## src/rtl/mips_pkg.sv

```systemverilog
// Shared MIPS decode definitions: opcodes, format codes, field positions.
// Also holds the opcode-to-format classifier used by the decode stage.
package mips_pkg;

    localparam int unsigned OP_MSB    = 31;
    localparam int unsigned OP_LSB    = 26;
    localparam int unsigned RS_MSB    = 25;
    localparam int unsigned RS_LSB    = 21;
    localparam int unsigned RT_MSB    = 20;
    localparam int unsigned RT_LSB    = 16;
    localparam int unsigned RD_MSB    = 15;
    localparam int unsigned RD_LSB    = 11;
    localparam int unsigned SH_MSB    = 10;
    localparam int unsigned SH_LSB    = 6;
    localparam int unsigned FN_MSB    = 5;
    localparam int unsigned FN_LSB    = 0;
    localparam int unsigned IMM_MSB   = 15;
    localparam int unsigned JIDX_MSB  = 25;

    localparam logic [5:0] OP_RTYPE  = 6'h00;
    localparam logic [5:0] OP_REGIMM = 6'h01;
    localparam logic [5:0] OP_J      = 6'h02;
    localparam logic [5:0] OP_JAL    = 6'h03;
    localparam logic [5:0] OP_BEQ    = 6'h04;
    localparam logic [5:0] OP_BNE    = 6'h05;
    localparam logic [5:0] OP_ADDI   = 6'h08;
    localparam logic [5:0] OP_LUI    = 6'h0F;
    localparam logic [5:0] OP_LB     = 6'h20;
    localparam logic [5:0] OP_LH     = 6'h21;
    localparam logic [5:0] OP_LW     = 6'h23;
    localparam logic [5:0] OP_LBU    = 6'h24;
    localparam logic [5:0] OP_LHU    = 6'h25;
    localparam logic [5:0] OP_SB     = 6'h28;
    localparam logic [5:0] OP_SH     = 6'h29;
    localparam logic [5:0] OP_SW     = 6'h2B;

    localparam logic [1:0] FMT_R   = 2'b00;
    localparam logic [1:0] FMT_I   = 2'b01;
    localparam logic [1:0] FMT_J   = 2'b10;
    localparam logic [1:0] FMT_ILL = 2'b11;

    function automatic logic [1:0] fmt_of(input logic [5:0] op);
        logic is_i;
        is_i = (op == OP_REGIMM)
            || (op >= OP_BEQ && op <= OP_LUI)
            || (op == OP_LB)  || (op == OP_LH)
            || (op == OP_LW)  || (op == OP_LBU)
            || (op == OP_LHU) || (op == OP_SB)
            || (op == OP_SH)  || (op == OP_SW);
        if (op == OP_RTYPE)
            return FMT_R;
        else if (op == OP_J || op == OP_JAL)
            return FMT_J;
        else if (is_i)
            return FMT_I;
        else
            return FMT_ILL;
    endfunction

endpackage

```

## src/rtl/instr_field_split.sv

```systemverilog
// Combinational MIPS field splitter: instr/pc4 in; fields, immediate
// extensions, jump target and format class out.
module instr_field_split
    import mips_pkg::*;
#(
    parameter int WL = 32
) (
    input  logic [WL-1:0] instr_i,
    input  logic [WL-1:0] pc4_i,
    output logic [5:0]    opcode_o,
    output logic [4:0]    rs_o,
    output logic [4:0]    rt_o,
    output logic [4:0]    rd_o,
    output logic [4:0]    shamt_o,
    output logic [5:0]    funct_o,
    output logic [WL-1:0] imm_sext_o,
    output logic [WL-1:0] imm_zext_o,
    output logic [WL-1:0] jtarget_o,
    output logic [1:0]    fmt_o
);

    // Only the region bits of PC+4 feed the jump target.
    logic unused_pc4;
    assign unused_pc4 = ^pc4_i[WL-5:0];

    assign opcode_o   = instr_i[OP_MSB:OP_LSB];
    assign rs_o       = instr_i[RS_MSB:RS_LSB];
    assign rt_o       = instr_i[RT_MSB:RT_LSB];
    assign rd_o       = instr_i[RD_MSB:RD_LSB];
    assign shamt_o    = instr_i[SH_MSB:SH_LSB];
    assign funct_o    = instr_i[FN_MSB:FN_LSB];
    assign imm_sext_o = {{(WL-16){instr_i[IMM_MSB]}}, instr_i[IMM_MSB:0]};
    assign imm_zext_o = {{(WL-16){1'b0}}, instr_i[IMM_MSB:0]};
    assign jtarget_o  = {pc4_i[WL-1:WL-4], instr_i[JIDX_MSB:0], 2'b00};
    assign fmt_o      = fmt_of(instr_i[OP_MSB:OP_LSB]);

endmodule

```

## src/rtl/instr_decode_stage.sv

```systemverilog
// Registered decode stage with a 2-entry skid buffer (main + skid).
// Ports: in_* handshake + word/pc4, out_* handshake + decoded fields, flush.
module instr_decode_stage
    import mips_pkg::*;
#(
    parameter int WL = 32
) (
    input  logic          clk,
    input  logic          rst_n,
    input  logic          flush,
    input  logic          in_valid,
    output logic          in_ready,
    input  logic [WL-1:0] in_instr,
    input  logic [WL-1:0] in_pc4,
    output logic          out_valid,
    input  logic          out_ready,
    output logic [WL-1:0] out_instr,
    output logic [5:0]    out_opcode,
    output logic [4:0]    out_rs,
    output logic [4:0]    out_rt,
    output logic [4:0]    out_rd,
    output logic [4:0]    out_shamt,
    output logic [5:0]    out_funct,
    output logic [WL-1:0] out_imm_sext,
    output logic [WL-1:0] out_imm_zext,
    output logic [WL-1:0] out_jtarget,
    output logic [1:0]    out_fmt
);

    localparam logic [1:0] ST_EMPTY = 2'd0;
    localparam logic [1:0] ST_ONE   = 2'd1;
    localparam logic [1:0] ST_TWO   = 2'd2;

    localparam int BW = 4 * WL + 6 + 6 + 4 * 5 + 2;

    logic [5:0]    d_opcode;
    logic [4:0]    d_rs, d_rt, d_rd, d_shamt;
    logic [5:0]    d_funct;
    logic [WL-1:0] d_sext, d_zext, d_jt;
    logic [1:0]    d_fmt;
    logic [BW-1:0] dec;

    logic [1:0]    state_q, state_d;
    logic [BW-1:0] main_q, main_d;
    logic [BW-1:0] skid_q, skid_d;
    logic          acc, take;

    instr_field_split #(.WL(WL)) u_split (
        .instr_i    (in_instr),
        .pc4_i      (in_pc4),
        .opcode_o   (d_opcode),
        .rs_o       (d_rs),
        .rt_o       (d_rt),
        .rd_o       (d_rd),
        .shamt_o    (d_shamt),
        .funct_o    (d_funct),
        .imm_sext_o (d_sext),
        .imm_zext_o (d_zext),
        .jtarget_o  (d_jt),
        .fmt_o      (d_fmt)
    );

    assign dec = {in_instr, d_opcode, d_rs, d_rt, d_rd, d_shamt,
                  d_funct, d_sext, d_zext, d_jt, d_fmt};

    assign in_ready  = rst_n & (state_q != ST_TWO);
    assign out_valid = (state_q != ST_EMPTY);
    assign acc       = in_valid & in_ready;
    assign take      = out_valid & out_ready;

    assign {out_instr, out_opcode, out_rs, out_rt, out_rd, out_shamt,
            out_funct, out_imm_sext, out_imm_zext, out_jtarget,
            out_fmt} = main_q;

    always_comb begin
        state_d = state_q;
        main_d  = main_q;
        skid_d  = skid_q;
        if (flush) begin
            // Discard everything, including a same-cycle accept.
            state_d = ST_EMPTY;
            main_d  = '0;
            skid_d  = '0;
        end else begin
            unique case (state_q)
                ST_EMPTY: begin
                    if (acc) begin
                        main_d  = dec;
                        state_d = ST_ONE;
                    end
                end
                ST_ONE: begin
                    if (acc && take) begin
                        main_d = dec;
                    end else if (acc) begin
                        skid_d  = dec;
                        state_d = ST_TWO;
                    end else if (take) begin
                        state_d = ST_EMPTY;
                    end
                end
                ST_TWO: begin
                    if (take) begin
                        main_d  = skid_q;
                        state_d = ST_ONE;
                    end
                end
                default: state_d = ST_EMPTY;
            endcase
        end
    end

    always_ff @(posedge clk) begin
        if (!rst_n) begin
            state_q <= ST_EMPTY;
            main_q  <= '0;
            skid_q  <= '0;
        end else begin
            state_q <= state_d;
            main_q  <= main_d;
            skid_q  <= skid_d;
        end
    end

endmodule

```

## config.mk

```make
export PLATFORM = sky130hd
export DESIGN_NAME = instr_decode_stage
export DESIGN_NICKNAME = d
export VERILOG_FILES = /design/src/rtl/mips_pkg.sv /design/src/rtl/instr_field_split.sv /design/src/rtl/instr_decode_stage.sv
export SDC_FILE = /design/constraint.sdc
export NUM_CORES = 1
export LEC_CHECK = 0
export ABC_AREA = 1
export CORE_MARGIN = 2
export CORE_UTILIZATION = 41
export CTS_BUF_LIST = sky130_fd_sc_hd__clkbuf_2 sky130_fd_sc_hd__clkbuf_4 sky130_fd_sc_hd__clkbuf_8
export DETAILED_ROUTE_END_ITERATION = 12
export PLACE_DENSITY_LB_ADDON = 0.2
export SYNTH_ARGS = -nofsm -noshare
export SYNTH_HDL_FRONTEND = slang
export SYNTH_SLANG_ARGS = --single-unit
```

## constraint.sdc

```tcl
create_clock -name clk -period 1.6 [get_ports clk]
set_input_delay 0.24 -clock clk [delete_from_list [all_inputs] [get_ports clk]]
set_output_delay 0.24 -clock clk [all_outputs]
set_load 0.05 [all_outputs]
```

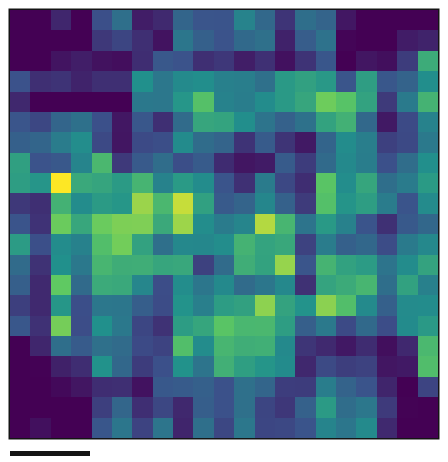
**Above:** routed metal per tile.
The bar under the picture is 20 microns long. The die is cut into 21 by 21 equal tiles; dark purple is low, yellow is high, scaled to the fullest tile. Values are wire area over tile area, all layers added.
tiles over half the peak	24%
nearly empty tiles	8.8%
densest ninth of the die	middle left
emptiest ninth of the die	upper left
Global Route Usage Sum: 17.9%
routed via count: 3829

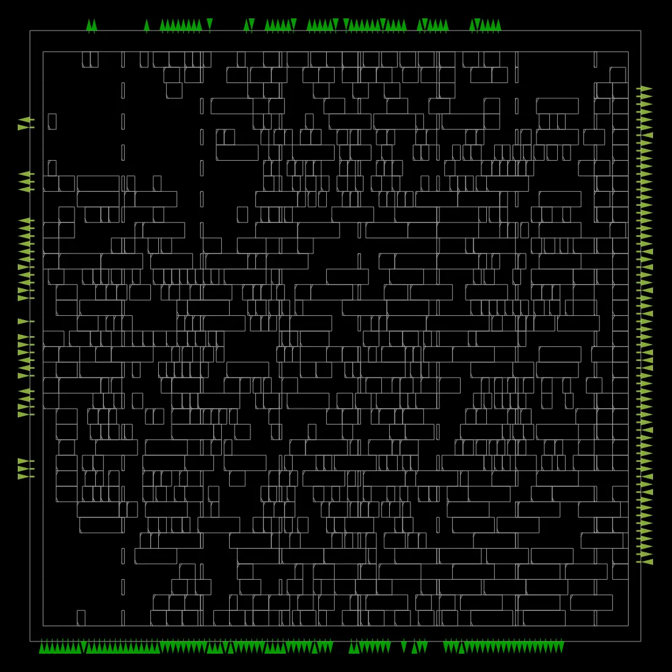
**Above:** placed standard cells.
Core Util, Final: 55.8%
Seq cells: 78
tap cells: 136
num rows: 37

==> impl_metrics.toml <==
# generated from flow reports
[floorplan]
io_pins = 233
dieArea_sq_mm = 0.0115
die_width_microns = 107
die_h_microns = 107
fp_util_pct = 42.2
core_area_sq_mm = 0.0103

[outcome]
outcome = "finished, final reports clean"

[pwr]
p_seq_mw = 2.01
p_seq_share_pct = 42.9
powerComb_mw = 1.14
p_per_area_mw_per_mm2 = 812
p_leak_nw = 2.56
netSwitchingPower_mw = 1.56
top_power_group = "sequential cells"
ir_worst_vdd_uv = 385
p_comb_share_pct = 24.4

[cts]
clock_latency_ns = 0.35
clock-root-buffer = "clkbuf_8"
h-tree-depth = 3
clock_sinks = 78
post-cts-setup-buffers = 0
cts_made_buffers = 9

[setup_path]
arrival_ns = 1.29
cp-start-kind = "flop"
path_max_fanout = 4
crit_end = "in_ready"

[final_layout]
drive_gt1_share_pct = 29.5
comb_cells = 370
buf_share_pct = 36.5
stdcell_count = 837
comb_share_pct = 28.5
biggestCellCategory = "buffers"
nNonClkInverters = 21
most-common-layout-cells = "buf_4, nand2_1, dfxtp_1"
clkCellAreaFrac_pct = 3.52

[synthesis]
synthDistinctLibCells = 23
ys_top_logic_family = "buffers and inverters"
yosys_register_bits = 78
ys_sh_xor_pct = 0
yosysTopAreaCell = "dfxtp_1"
postSynthCellCount = 610
synth.avg_cell_area_sq_um = 7.14
async_reset_ff_share_pct = 0
synth-edff-count = 0
simple_gate_area_share_pct = 23.8
synth.top_cell.area_share_pct = 35.8
synth_warnings = 0
flop_cell = "dfxtp_1"

[placed_design]
place_congestion = 0.799
placedCellCount = 820
place.port_buffers = 186
post-place-ws_ns = -0.148
dpl_cell_area_sq_mm = 0.00554

[timing]
final-setup-viol-count = 0
finClkSkew_ns = 0.00748
fin_crit_ns = 1.53
fin_ws_ns = 0.0737
rsz0062_at_grt = "false"
final_hold_viol_count = 0
drv_slew = 0

[drt]
top_layer = "met4"
route.detailed.drc = 0
dr_wl_met2_microns = 5060
final_antenna_net_count = 0

[global_routing]
grt_use_met2_pct = 31.2
use_met3_pct = 2.92
grt_pass1_vias = 3451
antenna_found_initial = 0
top_usage_layer = "met2"
use_met1_pct = 22.3
gr-total-overflow = 0

[run]
warnings = 54

[worst_hold_path]
min_path_type = "flop to flop"
critical path: stages, from the launching register on:
cell,delay [ns]
dfxtp_2,0.36
inv_2,0.05
nand2_4,0.08
inv_2,0.06
nor2_4,0.14
buf_6,0.12
buf_12,0.12
cells in the mapped netlist, types with 2 or more instances:
| cell | instances |
|---|---|
| buf_2 | 12 |
| nand3_2 | 2 |
| o21ai_0 | 28 |
| inv_1 | 18 |
| nor2_1 | 69 |
| nand2_1 | 134 |
| buf_4 | 127 |
| nand2_4 | 2 |
| inv_2 | 3 |
| o21ai_1 | 22 |
| nand3_1 | 40 |
| buf_6 | 9 |
| clkbuf_1 | 10 |
| dfxtp_1 | 78 |
| a21oi_1 | 48 |
registers in the layout, summed over array words and instances, names as in the netlist:
| name | count |
|---|---|
| main_q | 38 |
| state_q | 2 |
| skid_q | 38 |
